--- src/rtl/xbus_arbiter.sv ---
// xbus_arbiter: two-master round-robin arbiter for the picoversat data bus.
//   Master 0 (CPU) and master 1 (DMA) each present req/lock/addr/we/wdata.
//   The owning master's access is forwarded to the address decoder
//   (bus_sel/bus_addr/bus_we/bus_wdata). Read data from the decoder is
//   registered into mx_rdata, and a one-cycle mx_ack follows each access.
//   A locked owner keeps the bus for back-to-back accesses. When the other
//   master is waiting, the lock is broken after MAX_HOLD accesses.
// Ports:
//   clk, rst             clock, synchronous active-high reset
//   mX_req/lock/addr/we/wdata  master request side (X = 0, 1)
//   mX_gnt/ack/rdata     master response side
//   bus_sel/addr/we/wdata, bus_rdata   decoder side
module xbus_arbiter #(
  parameter int ADDR_W   = 13,
  parameter int DATA_W   = 32,
  parameter int MAX_HOLD = 16
) (
  input  logic              clk,
  input  logic              rst,
  input  logic              m0_req,
  input  logic              m0_lock,
  input  logic [ADDR_W-1:0] m0_addr,
  input  logic              m0_we,
  input  logic [DATA_W-1:0] m0_wdata,
  output logic              m0_gnt,
  output logic              m0_ack,
  output logic [DATA_W-1:0] m0_rdata,
  input  logic              m1_req,
  input  logic              m1_lock,
  input  logic [ADDR_W-1:0] m1_addr,
  input  logic              m1_we,
  input  logic [DATA_W-1:0] m1_wdata,
  output logic              m1_gnt,
  output logic              m1_ack,
  output logic [DATA_W-1:0] m1_rdata,
  output logic              bus_sel,
  output logic [ADDR_W-1:0] bus_addr,
  output logic              bus_we,
  output logic [DATA_W-1:0] bus_wdata,
  input  logic [DATA_W-1:0] bus_rdata
);

  localparam int HC_W = $clog2(MAX_HOLD) + 1;

  typedef enum logic [1:0] {IDLE, OWN0, OWN1} state_t;

  state_t            state_q, state_d;
  logic              last_srv_q, last_srv_d;
  logic [HC_W-1:0]   hold_cnt_q, hold_cnt_d;
  logic              ack0_q, ack0_d, ack1_q, ack1_d;
  logic [DATA_W-1:0] rd0_q, rd0_d, rd1_q, rd1_d;

  // Owner-relative view of the two masters.
  logic              busy, cur_m;
  logic              own_req, own_lock, own_we, oth_req;
  logic [ADDR_W-1:0] own_addr;
  logic [DATA_W-1:0] own_wdata;
  logic              forced;

  always_comb begin
    busy      = (state_q == OWN0) || (state_q == OWN1);
    cur_m     = (state_q == OWN1);
    own_req   = cur_m ? m1_req   : m0_req;
    own_lock  = cur_m ? m1_lock  : m0_lock;
    own_we    = cur_m ? m1_we    : m0_we;
    own_addr  = cur_m ? m1_addr  : m0_addr;
    own_wdata = cur_m ? m1_wdata : m0_wdata;
    oth_req   = cur_m ? m0_req   : m1_req;
    // Lock is broken on the MAX_HOLD-th locked access while the other waits.
    forced    = oth_req && (hold_cnt_q == HC_W'(MAX_HOLD - 1));
  end

  always_comb begin
    bus_sel   = busy && own_req;
    bus_we    = busy && own_req && own_we;
    bus_addr  = busy ? own_addr  : '0;
    bus_wdata = busy ? own_wdata : '0;
  end

  always_comb begin
    state_d    = state_q;
    last_srv_d = last_srv_q;
    hold_cnt_d = hold_cnt_q;
    ack0_d     = 1'b0;
    ack1_d     = 1'b0;
    rd0_d      = rd0_q;
    rd1_d      = rd1_q;
    unique case (state_q)
      IDLE: begin
        hold_cnt_d = '0;
        if (m0_req && m1_req) state_d = last_srv_q ? OWN0 : OWN1;
        else if (m0_req)      state_d = OWN0;
        else if (m1_req)      state_d = OWN1;
      end
      OWN0, OWN1: begin
        // Default: release, handing straight over if the other master waits.
        hold_cnt_d = '0;
        state_d    = oth_req ? (cur_m ? OWN0 : OWN1) : IDLE;
        if (own_req) begin
          last_srv_d = cur_m;
          if (cur_m) ack1_d = 1'b1;
          else       ack0_d = 1'b1;
          if (!own_we) begin
            if (cur_m) rd1_d = bus_rdata;
            else       rd0_d = bus_rdata;
          end
          if (own_lock && !forced) begin
            state_d    = state_q;
            hold_cnt_d = oth_req ? hold_cnt_q + 1'b1 : '0;
          end
        end
      end
      default: state_d = IDLE;
    endcase
  end

  always_ff @(posedge clk) begin
    if (rst) begin
      state_q    <= IDLE;
      last_srv_q <= 1'b1;
      hold_cnt_q <= '0;
      ack0_q     <= 1'b0;
      ack1_q     <= 1'b0;
      rd0_q      <= '0;
      rd1_q      <= '0;
    end else begin
      state_q    <= state_d;
      last_srv_q <= last_srv_d;
      hold_cnt_q <= hold_cnt_d;
      ack0_q     <= ack0_d;
      ack1_q     <= ack1_d;
      rd0_q      <= rd0_d;
      rd1_q      <= rd1_d;
    end
  end

  assign m0_gnt   = (state_q == OWN0);
  assign m1_gnt   = (state_q == OWN1);
  assign m0_ack   = ack0_q;
  assign m1_ack   = ack1_q;
  assign m0_rdata = rd0_q;
  assign m1_rdata = rd1_q;

endmodule

--- config.mk ---
export PLATFORM = sky130hd
export DESIGN_NAME = xbus_arbiter
export DESIGN_NICKNAME = d
export VERILOG_FILES = /design/src/rtl/xbus_arbiter.sv
export SDC_FILE = /design/constraint.sdc
export NUM_CORES = 1
export LEC_CHECK = 0
export CORE_MARGIN = 1.5
export CORE_UTILIZATION = 35
export DETAILED_ROUTE_END_ITERATION = 8
export MAX_ROUTING_LAYER = met4
export PLACE_DENSITY = 0.78
export REMOVE_ABC_BUFFERS = 1
export SYNTH_ARGS = -nofsm -noshare
export SYNTH_HDL_FRONTEND = slang
export SYNTH_SLANG_ARGS = --single-unit
export TNS_END_PERCENT = 100
--- constraint.sdc ---
create_clock -name clk -period 2.7 [get_ports clk]
set_input_delay 0.81 -clock clk [delete_from_list [all_inputs] [get_ports clk]]
set_output_delay 0.81 -clock clk [all_outputs]
set_load 0.02 [all_outputs]
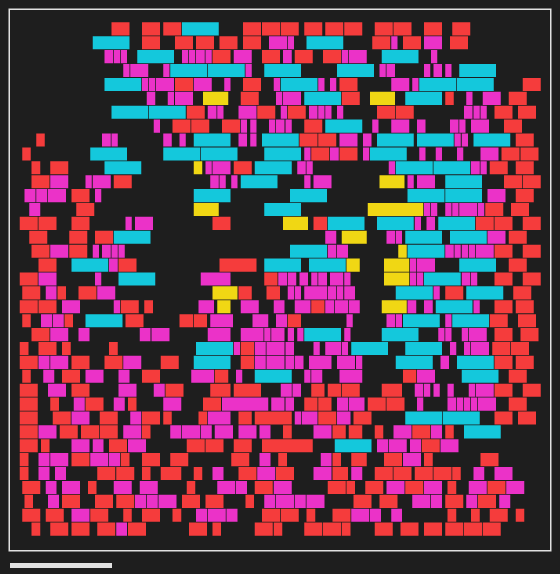
*Cells colored by class*
The bar under the picture is 20 microns long.
| color | class | cells | share of their area |
|---|---|---|---|
| magenta | combinational and other logic | 318 | 33% |
| red | other buffers and delay cells | 268 | 40% |
| yellow | clock drivers and dummy loads | 15 | 3.1% |
| cyan | flops | 74 | 24% |
Layout Utilization: 0.6185
area of the core: 10280 sq um
site row count: 37
Seq area share: 0.2331

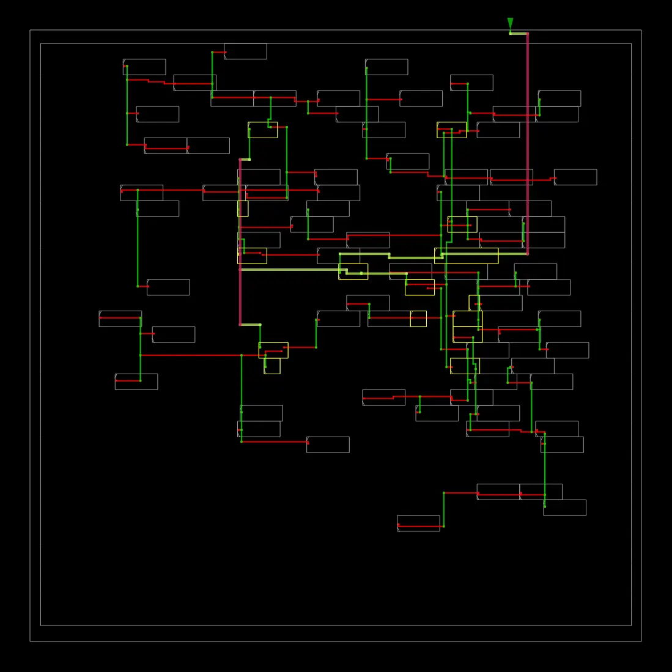
*Clock nets*
TritonCTS Buffers: 9
Sink Count: 74
Clock Skews: 0.006081 ns

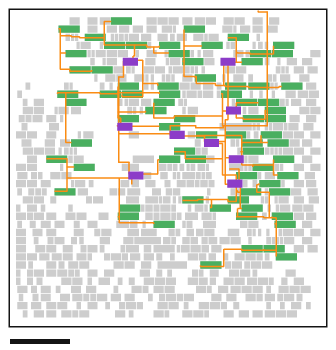
*Clock network drawn from the DEF*
The bar under the picture is 20 microns long.
[orange] clock wires | length: 891 microns
[purple] clock drivers | count: 9
[green] flip-flops | count: 74
routed clock nets: 10
Clock group: 0.835 mW
clock power share: 0.190
Clock Latency Late Sink: 0.33 ns

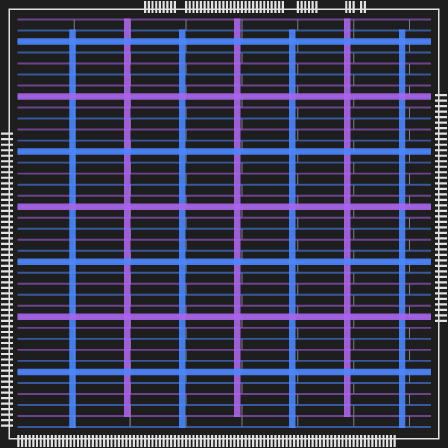
*PDN straps and rails*
Pins as bars on the die edge. Tap cells in gray.
| color | net |
|---|---|
| blue | VSS |
| purple | VDD |
met1 rails: 38
rows: 37
VDD IR max: 388.9 uV
die height: 105.7 microns
Die X: 105.7 microns

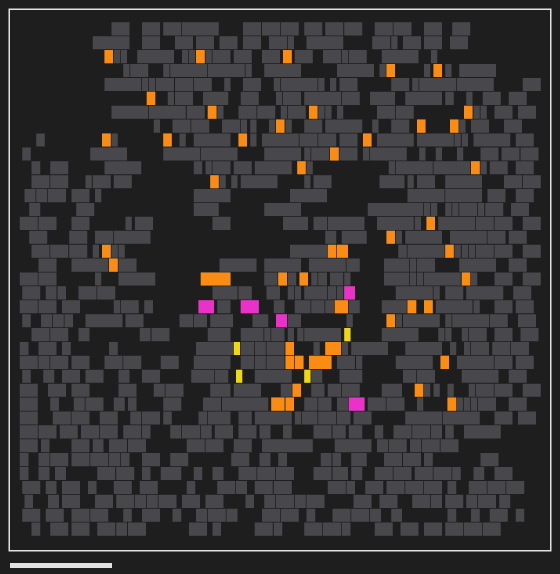
*Gate families picked out*
The bar under the picture is 20 microns long.
| color | family | cells |
|---|---|---|
| orange | inverting AOI/OAI gates | 46 |
| yellow | inverters | 4 |
| magenta | AND and OR gates | 5 |
Layout Cells excl Fill: 811
fraction of area in multi-input gates: 0.3222

==> GITHUB_STEP_SUMMARY <==
### Yosys + OpenROAD results

| Metric | Value |
|---|---|
| Status | finished, final reports clean |
| Slew @ Worst Pin | between 0.4 and 0.5 ns |
| Clock buffer depth | 2 |
| PD cells | 691.3 nW/um^2 |
| Top cells by count | mux2i_1 (81), dfxtp_1 (74), nand2_1 (73), nor2b_1 (50), a21oi_1 (38) |
| Kind of critical path | reg -> out |
| Fraction of registers with async set/reset | 0 |
| Fillers | 911 |
| CP Data Required Time | approximately 1.9 ns |
| Aggregate routed wire length | ~12 mm |
| Drt pass-1 iters | 4 |
| Layout cells sized above 1 | 0.1363 |
| Top Metal Used | met4 |
| CP Cell Sequence | inv_1, ha_1, buf_8, nor2b_1, clkdlybuf4s15_2 |
| First-pass GRT wire length | 19.11 mm |
| Max incr delay on CP | 0.40 ns |
| Number of cells on the worst reg-to-reg path | 7 |
| Reg2reg start | state_q[1] |
| Area contributors post-synth | dfxtp_1 (40%), mux2i_1 (22%), nor2b_1 (8.5%) |
| IO Port Bufs | 244 |
| GR Util All Layers | 0.2186 |
| N_diodes | 0 |
## power by group
part / internal (mW) / total (mW) / switching (mW)
Sequential: 1.16 / 1.19 / 0.0390
Clock: 0.444 / 0.835 / 0.391
Combinational: 1.10 / 2.36 / 1.27
Total: 2.70 / 4.39 / 1.70
## per-layer routing
metal / GRT usage / vias up
met1: 0.2586 / 1754
met2: 0.3729 / 129
met4: 0.07336 / 0
li1: - / 1905
met5: - / -
met3: 0.04082 / 22
## cell type report
| cell class | instances | area share |
|---|---|---|
| Tap cell | 136 | 0.02677 |
| Clock inverter | 5 | 0.008661 |
| Inverter | 4 | 0.002362 |
| Timing Repair Buffer | 268 | 0.3852 |
| Multi-Input combinational cell | 314 | 0.3222 |
| Clock buffer | 10 | 0.02165 |
| Sequential cell | 74 | 0.2331 |
## registers in the layout, summed over array words and instances, names as in the netlist
signal,flops
m1_rdata,32
hold_cnt_q,5
state_q,2
last_srv_q,1
m0_ack,1
m1_ack,1
m0_rdata,32
## placed cells by master, fill, tap and decap left out, types with 3 or more instances in the layout
cell and count:
clkdlybuf4s50_1 194, mux2i_1 81, dfxtp_1 74, nand2_1 73, nor2b_1 49, clkbuf_2 45
a21oi_1 38, nor2_1 36, buf_4 19, clkbuf_8 10, ha_1 6, inv_1 4
nand2b_1 4, nand3_1 3
## stage by stage
stage	cell area (sq um)	setup WS [ns]	power, mW
after global placement	6330	-0.5320	3.727
final	6356	0.07205	4.394
after CTS	6514	-0.03619	4.488
after floorplan	3530	-1.587	2.592
after detailed placement	6330	-0.5370	3.767
after global routing	6356	-0.01356	4.636
## worst reg2reg max path, stage by stage (launching register included)
cell	delay, ns
dfxtp_1	0.40
inv_1	0.08
ha_1	0.37
buf_4	0.23
and4b_1	0.24
buf_4	0.31
nand2_1	0.11
a21oi_1	0.14
Power and IR drop assume default switching activity.
